[src/rtl/lc4_div_seq_if.sv]
// Request/result handshake bundle for the LC4 DIV/MOD sequencer.
// master = requester/consumer side, slave = the sequencer.
interface lc4_div_seq_if #(
    parameter int WIDTH = 16
);
    logic             i_valid;
    logic             o_ready;
    logic [WIDTH-1:0] i_dividend;
    logic [WIDTH-1:0] i_divisor;
    logic             o_valid;
    logic             i_ready;
    logic [WIDTH-1:0] o_quotient;
    logic [WIDTH-1:0] o_remainder;
    logic             o_busy;

    modport master (
        output i_valid, i_dividend, i_divisor, i_ready,
        input  o_ready, o_valid, o_quotient, o_remainder, o_busy
    );

    modport slave (
        input  i_valid, i_dividend, i_divisor, i_ready,
        output o_ready, o_valid, o_quotient, o_remainder, o_busy
    );
endinterface

[src/rtl/lc4_div_seq.sv]
// Restoring shift-subtract unsigned divider for LC4 DIV/MOD, one quotient bit per cycle.
// Optional LC4_DIV_EARLY_EXIT_EN: divide-by-zero and dividend < divisor skip CALC.
//
// state | meaning
// IDLE  | o_ready high, waiting for a request
// CALC  | one restoring step per cycle, WIDTH steps total
// DONE  | o_valid high, result held until i_ready
module lc4_div_seq #(
    parameter int WIDTH = 16
) (
    input  logic          clk,
    input  logic          rst_n,
    lc4_div_seq_if.slave  bus
);
    localparam int CNT_W = $clog2(WIDTH);
    localparam logic [CNT_W-1:0] CNT_LAST = CNT_W'(WIDTH - 1);

    typedef enum logic [1:0] {
        IDLE = 2'd0,
        CALC = 2'd1,
        DONE = 2'd2
    } state_t;

    state_t           state;
    logic [WIDTH-1:0] q;
    logic [WIDTH-1:0] r;
    logic [WIDTH-1:0] divisor;
    logic [CNT_W-1:0] cnt;
    logic             div_zero;
    logic             ready;
    logic             valid;
    logic             busy;
    logic [WIDTH-1:0] quotient;
    logic [WIDTH-1:0] remainder;

    // The stored partial remainder is always < divisor, so it fits in WIDTH bits;
    // only the shifted value needs the extra bit for the compare/subtract.
    logic [WIDTH:0]   r_sh;
    logic             r_ge;
    logic [WIDTH:0]   r_sub;
    logic [WIDTH-1:0] r_nx;
    logic [WIDTH-1:0] q_nx;

    always_comb begin
        r_sh  = {r, q[WIDTH-1]};
        r_ge  = (r_sh >= {1'b0, divisor});
        r_sub = r_sh - {1'b0, divisor};
        r_nx  = r_ge ? r_sub[WIDTH-1:0] : r_sh[WIDTH-1:0];
        q_nx  = {q[WIDTH-2:0], r_ge};
    end

    always_ff @(posedge clk) begin
        if (!rst_n) begin
            state     <= IDLE;
            ready     <= 1'b1;
            valid     <= 1'b0;
            busy      <= 1'b0;
            quotient  <= '0;
            remainder <= '0;
            q         <= '0;
            r         <= '0;
            divisor   <= '0;
            cnt       <= '0;
            div_zero  <= 1'b0;
        end else begin
            case (state)
                IDLE: begin
                    if (bus.i_valid) begin
                        divisor  <= bus.i_divisor;
                        q        <= bus.i_dividend;
                        r        <= '0;
                        cnt      <= '0;
                        div_zero <= (bus.i_divisor == '0);
                        ready    <= 1'b0;
                        busy     <= 1'b1;
`ifdef LC4_DIV_EARLY_EXIT_EN
                        if ((bus.i_divisor == '0) || (bus.i_dividend < bus.i_divisor)) begin
                            state     <= DONE;
                            valid     <= 1'b1;
                            quotient  <= '0;
                            remainder <= (bus.i_divisor == '0) ? '0 : bus.i_dividend;
                        end else begin
                            state <= CALC;
                        end
`else
                        state <= CALC;
`endif
                    end
                end
                CALC: begin
                    q   <= q_nx;
                    r   <= r_nx;
                    cnt <= cnt + CNT_W'(1);
                    if (cnt == CNT_LAST) begin
                        state     <= DONE;
                        valid     <= 1'b1;
                        // LC4 defines x/0 and x%0 as zero; override the datapath result
                        quotient  <= div_zero ? '0 : q_nx;
                        remainder <= div_zero ? '0 : r_nx;
                    end
                end
                DONE: begin
                    if (bus.i_ready) begin
                        state <= IDLE;
                        valid <= 1'b0;
                        busy  <= 1'b0;
                        ready <= 1'b1;
                    end
                end
                default: begin
                    state <= IDLE;
                    valid <= 1'b0;
                    busy  <= 1'b0;
                    ready <= 1'b1;
                end
            endcase
        end
    end

    assign bus.o_ready     = ready;
    assign bus.o_valid     = valid;
    assign bus.o_busy      = busy;
    assign bus.o_quotient  = quotient;
    assign bus.o_remainder = remainder;
endmodule
[src/flat_wrapper.sv]
// flat-port wrapper written by rule: the top's interface ports become plain ports
module lc4_div_seq_flat 
#(
    parameter int WIDTH = 16
)
  (clk, rst_n, bus_i_valid, bus_i_dividend, bus_i_divisor, bus_i_ready, bus_o_ready, bus_o_valid, bus_o_quotient, bus_o_remainder, bus_o_busy);
  lc4_div_seq_if #(.WIDTH(WIDTH)) bus_i ();
  input  logic clk;
  input  logic rst_n;
  input wire logic [$bits(bus_i.i_valid)-1:0] bus_i_valid;
  input wire logic [$bits(bus_i.i_dividend)-1:0] bus_i_dividend;
  input wire logic [$bits(bus_i.i_divisor)-1:0] bus_i_divisor;
  input wire logic [$bits(bus_i.i_ready)-1:0] bus_i_ready;
  output wire logic [$bits(bus_i.o_ready)-1:0] bus_o_ready;
  output wire logic [$bits(bus_i.o_valid)-1:0] bus_o_valid;
  output wire logic [$bits(bus_i.o_quotient)-1:0] bus_o_quotient;
  output wire logic [$bits(bus_i.o_remainder)-1:0] bus_o_remainder;
  output wire logic [$bits(bus_i.o_busy)-1:0] bus_o_busy;
  assign bus_i.i_valid = bus_i_valid;
  assign bus_i.i_dividend = bus_i_dividend;
  assign bus_i.i_divisor = bus_i_divisor;
  assign bus_i.i_ready = bus_i_ready;
  assign bus_o_ready = bus_i.o_ready;
  assign bus_o_valid = bus_i.o_valid;
  assign bus_o_quotient = bus_i.o_quotient;
  assign bus_o_remainder = bus_i.o_remainder;
  assign bus_o_busy = bus_i.o_busy;
  lc4_div_seq #(.WIDTH(WIDTH)) u_core (.clk(clk), .rst_n(rst_n), .bus(bus_i));
endmodule
[config.mk]
export PLATFORM = sky130hd
export DESIGN_NAME = lc4_div_seq_flat
export DESIGN_NICKNAME = d
export VERILOG_FILES = /design/src/rtl/lc4_div_seq_if.sv /design/src/rtl/lc4_div_seq.sv /design/src/flat_wrapper.sv
export SDC_FILE = /design/constraint.sdc
export NUM_CORES = 1
export LEC_CHECK = 0
export CAP_MARGIN = 20
export CORE_MARGIN = 2
export CORE_UTILIZATION = 54
export CTS_CLUSTER_SIZE = 30
export DETAILED_ROUTE_END_ITERATION = 16
export GPL_TIMING_DRIVEN = 0
export HOLD_SLACK_MARGIN = 0.08
export PLACE_DENSITY = 0.9
export SETUP_SLACK_MARGIN = 0.2
export SLEW_MARGIN = 20
export SYNTH_ARGS = -nofsm -noshare
export SYNTH_HDL_FRONTEND = slang
export SYNTH_SLANG_ARGS = --single-unit
[constraint.sdc]
create_clock -name clk -period 2.8 [get_ports clk]
set_clock_uncertainty 0.05 [all_clocks]
set_input_delay 0.56 -clock clk [delete_from_list [all_inputs] [get_ports clk]]
set_output_delay 0.56 -clock clk [all_outputs]
set_load 0.005 [all_outputs]
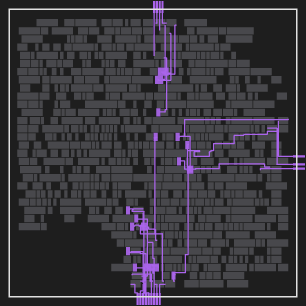
*Wires at chosen ports, followed through buffers*
(3 px per micron)
bus_i_divisor -> purple  # bits 16, direction input, edge 9 bottom, 4 top, 3 right, end cells 20, buffers 16, wire 612 microns

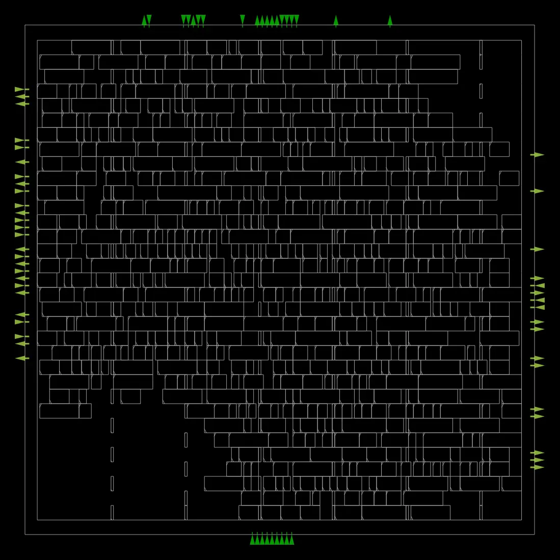
*Placement view*
sequential fraction of total cell area: 30.79%
Core Box Area: 8134 sq um

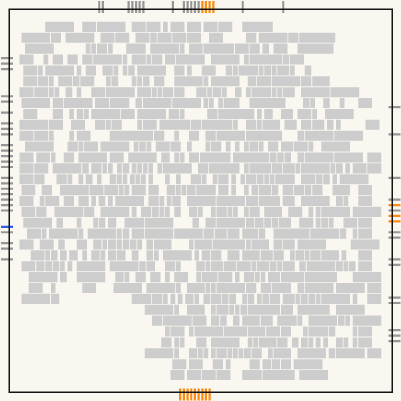
*Pin map*
(4 px per micron) Pins as bars across the die edge, other pins in grey.
bus_i_divisor -> orange  # pins 16, direction input, edge 9 bottom, 4 top, 3 right
bus_o_ready -> blue  # pins 1, direction output, edge left
all pins by edge = 26 left, 19 top, 17 right, 9 bottom

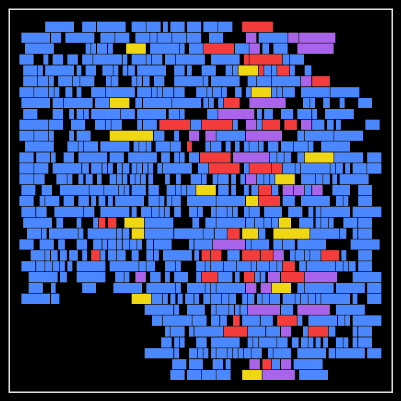
*Drive-strength map*
(4 px per micron)
x3 and x4 -> purple  # cells 31, share 4.8%
x1 and smaller -> blue  # cells 562, share 87%
x2 -> red  # cells 37, share 5.7%
x6 and larger -> yellow  # cells 17, share 2.6%
area of all placed cells without fillers: 5876 sq um
worst-case setup margin in the final layout: 0.1585 ns
Non-Clock Buffer Count: 119

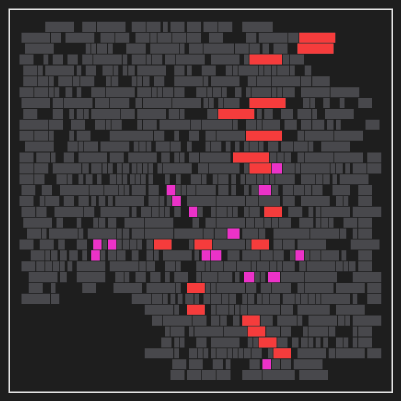
*Gate families picked out*
(4 px per micron)
fa/ha/maj cells -> red  # cells 18, most used ha_1
and/or cells -> magenta  # cells 15, most used and2_1

==> flow_metrics.rpt <==
IMPLEMENTATION SUMMARY REPORT
----------------------------------------------------
[Yosys]
  Async set-or-reset flop fraction in the synthesized netlist ........................ 0%
  Most common cell in the synthesized netlist ........................ sky130_fd_sc_hd__nand2_1
  Cell taking the most area after synthesis ........................ sky130_fd_sc_hd__dfxtp_1
  Number of warnings printed during yosys synthesis ........................ 0
  Area reported by Yosys stat ........................ 4506 sq um
  Gate count after technology mapping ........................ between 500 and 600
  Number of distinct library cells after synthesis ........................ around 57
  Area fraction of the dominant cell type after synthesis ........................ between 30% and 40%
  Top cells by area in the synthesized netlist ........................ sky130_fd_sc_hd__dfxtp_1 (40%), sky130_fd_sc_hd__nand2_1 (10%), sky130_fd_sc_hd__a21boi_0 (5.7%), sky130_fd_sc_hd__ha_1 (4.7%), sky130_fd_sc_hd__o211a_1 (3.6%)
  Flip-flops with a built-in enable ........................ 0
  Syn Nets ........................ about 600
  Per-instance average area after synthesis ........................ between 8 and 9 sq um

[Die]
  Vertical die size ........................ ~95 microns
  Standard-cell rows ........................ 33
  Die outline area ........................ approximately 9100 sq um

[CTS]
  Clock tree root buffer cell ........................ sky130_fd_sc_hd__clkbuf_8
  CTS HTree Levels ........................ 3
  Clock tree from TritonCTS ........................ built
  Maximum count of clock buffers along a single path ........................ 2
  # hold bufs at CTS ........................ 0

[Critical path]
  Endpoint required time on the critical path ........................ roughly 3.0 ns
  CP Capture Point ........................ u_core.bus.o_remainder[2]
  Chain of cells forming the critical path ........................ ha_1, a21oi_2, o21bai_1, a32oi_2, o211a_1, o211ai_2, buf_4, buf_4, mux2i_1, o21ai_0
  Flop2flop setup slack ........................ about 0.16 ns
  Critical path startpoint ........................ u_core.r[7]
  Crit. End Element ........................ flop
  Critical path arrival ........................ between 2 and 3 ns
  Critical-path cell with the highest stage delay ........................ sky130_fd_sc_hd__dfxtp_1
  Number of cell instances on the worst register-to-register path ........................ 10
  Most used cell along the critical path ........................ sky130_fd_sc_hd__buf_4
  Kind of critical path ........................ reg2reg
  Sort of element at the start of the critical path ........................ flop

[Placement]
  Placer congestion estimate ........................ between 0.8 and 0.9
  Worst slack at placement ........................ -0.1024 ns
  Total of buffers placed on input and output ports ........................ 69
  Dpl hpwl ........................ about 8600 microns

[Job]
  OpenROAD warning count ........................ 27

[Global routing]
  Leftover overflow at the end of global routing ........................ 0
  Initial antenna violation count ........................ 0
  Vias in the first global route ........................ roughly 4.2k
  Global-route wire length before repair ........................ slightly below 20,000 microns
  Pin count of the biggest net entering global routing ........................ 17

[Routing]
  DRC violation total after the first TritonRoute iteration ........................ 315
  Count of vias placed by the detailed router ........................ between 4k and 5k
  First-pass iteration count of the detailed router ........................ 8

[Final layout]
  Number of nets in the final layout ........................ a little under 700
  Fraction of final layout cells with drive strength greater than 1 ........................ roughly an eighth
  Most frequent logic cell in the layout ........................ sky130_fd_sc_hd__nand2_1
  Fillers ........................ 582

[Power]
  Ratio of total power to cell area ........................ about 1000 nW/um^2
  Static Leakage ........................ around 2.3 nW

[Timing]
  Period minus WS final ........................ 2.641 ns
  Slew of the pin with the lowest slew margin ........................ just over 0.5 ns
  Count of endpoints failing setup in the final report ........................ 0
  Number of endpoints with negative hold slack in the final report ........................ 0
  Worst slew margin ........................ around two thirds

[Min path]
  Min-Delay Path Class ........................ reg2reg

[Outcome]
  Outcome ........................ complete, no violations

----------------------------------------------------
## worst min-delay path by stage
| stage | cells after the start | slack (ns) | end | startpoint |
|---|---|---|---|---|
| 6_report | 2 | 0.40 | u_core.bus.o_remainder[10] | u_core.bus.o_remainder[10] |
| 5_1_grt | 2 | 0.44 | u_core.bus.o_remainder[7] | u_core.bus.o_remainder[7] |
| 4_1_cts | 2 | 0.41 | u_core.bus.o_remainder[15] | u_core.bus.o_remainder[15] |
| 3_5_place_dp | 2 | 0.39 | u_core.bus.o_remainder[10] | u_core.bus.o_remainder[10] |
| 3_3_place_gp | 2 | 0.39 | u_core.bus.o_remainder[7] | u_core.bus.o_remainder[7] |
| 2_1_floorplan | 1 | 0.37 | u_core.cnt[3] | u_core.cnt[3] |
## area by class of cell
| cell class | count | area, sq um | area share [%] |
|---|---|---|---|
| multi-input cells | 398 | 2638 | 44.89 |
| clock inverters | 6 | 71.32 | 1.214 |
| repair buffers | 86 | 835.8 | 14.22 |
| clock buffers | 10 | 137.6 | 2.342 |
| plain buffers | 33 | 162.7 | 2.768 |
| inverters | 24 | 90.09 | 1.533 |
| well taps | 105 | 131.4 | 2.236 |
| flip-flops and latches | 90 | 1809 | 30.79 |
## power breakdown
| part | total, W | switching [W] | internal [W] |
|---|---|---|---|
| Combinational | 0.00340 | 0.00171 | 0.00169 |
| Sequential | 0.00151 | 0.000120 | 0.00139 |
| Clock | 0.000968 | 0.000521 | 0.000447 |
## cell families (layout without fill, tap and decap cells)
group                      after synthesis  after routing  synth area share (%)
buffers and inverters                   57            159                 5.582
DFF                                     90             90                 39.99
adders and majority gates               18             18                 5.165
xor gates and xnor gates                12             12                 2.333
muxes                                   16             16                 3.582
and+or+nand+nor                        215            215                 22.22
AOI/OAI and AO/OA                      137            137                 21.13
## critical path: cells and delay by family (launching register included)
kind | cells | cell delay [ns]
AOI/OAI and AO/OA | 6 | 1.10
adders and majority gates | 1 | 0.36
buffers and inverters | 2 | 0.35
DFF | 1 | 0.46
muxes | 1 | 0.20
## metrics by stage
step	power [W]	std cells	instance area, sq um	hold WS [ns]	setup TNS (ns)
global route	0.006042	752	5876	0.4366	0
global placement	0.003664	719	5328	0.3852	0
CTS	0.004865	738	5612	0.4064	0
detailed placement	0.003734	719	5328	0.3930	-0.3006
floorplan	0.003261	545	4506	0.3722	0
finish	0.005876	752	5876	0.4040	0
## metal layers
metal	share of wire, %	up-vias	global-route usage (%)
met2	49	274	48.71
met1	38	2075	32.94
met4	3.8	0	11.84
li1	-	2076	-
met3	8.8	68	6.561
met5	0	-	0
## registers in the layout, indices dropped and copies added (netlist names)
register	flops
u_core.div_zero	1
u_core.divisor	16
u_core.bus.o_busy	1
u_core.bus.o_remainder	16
u_core.bus.o_valid	1
u_core.state	2
u_core.r	16
u_core.bus.o_ready	1
u_core.cnt	4
u_core.q	16
u_core.bus.o_quotient	16
## repair_timing
action                                 in CTS  in global routing
setup endpoints to repair                  18                 30
endpoints found under the hold margin       0                  0
gates resized                              18                 30
pin swaps                                   8                 11
setup buffers                               3                 12
cloned                                      0                  2
Power is estimated from default activity; no workload was simulated.
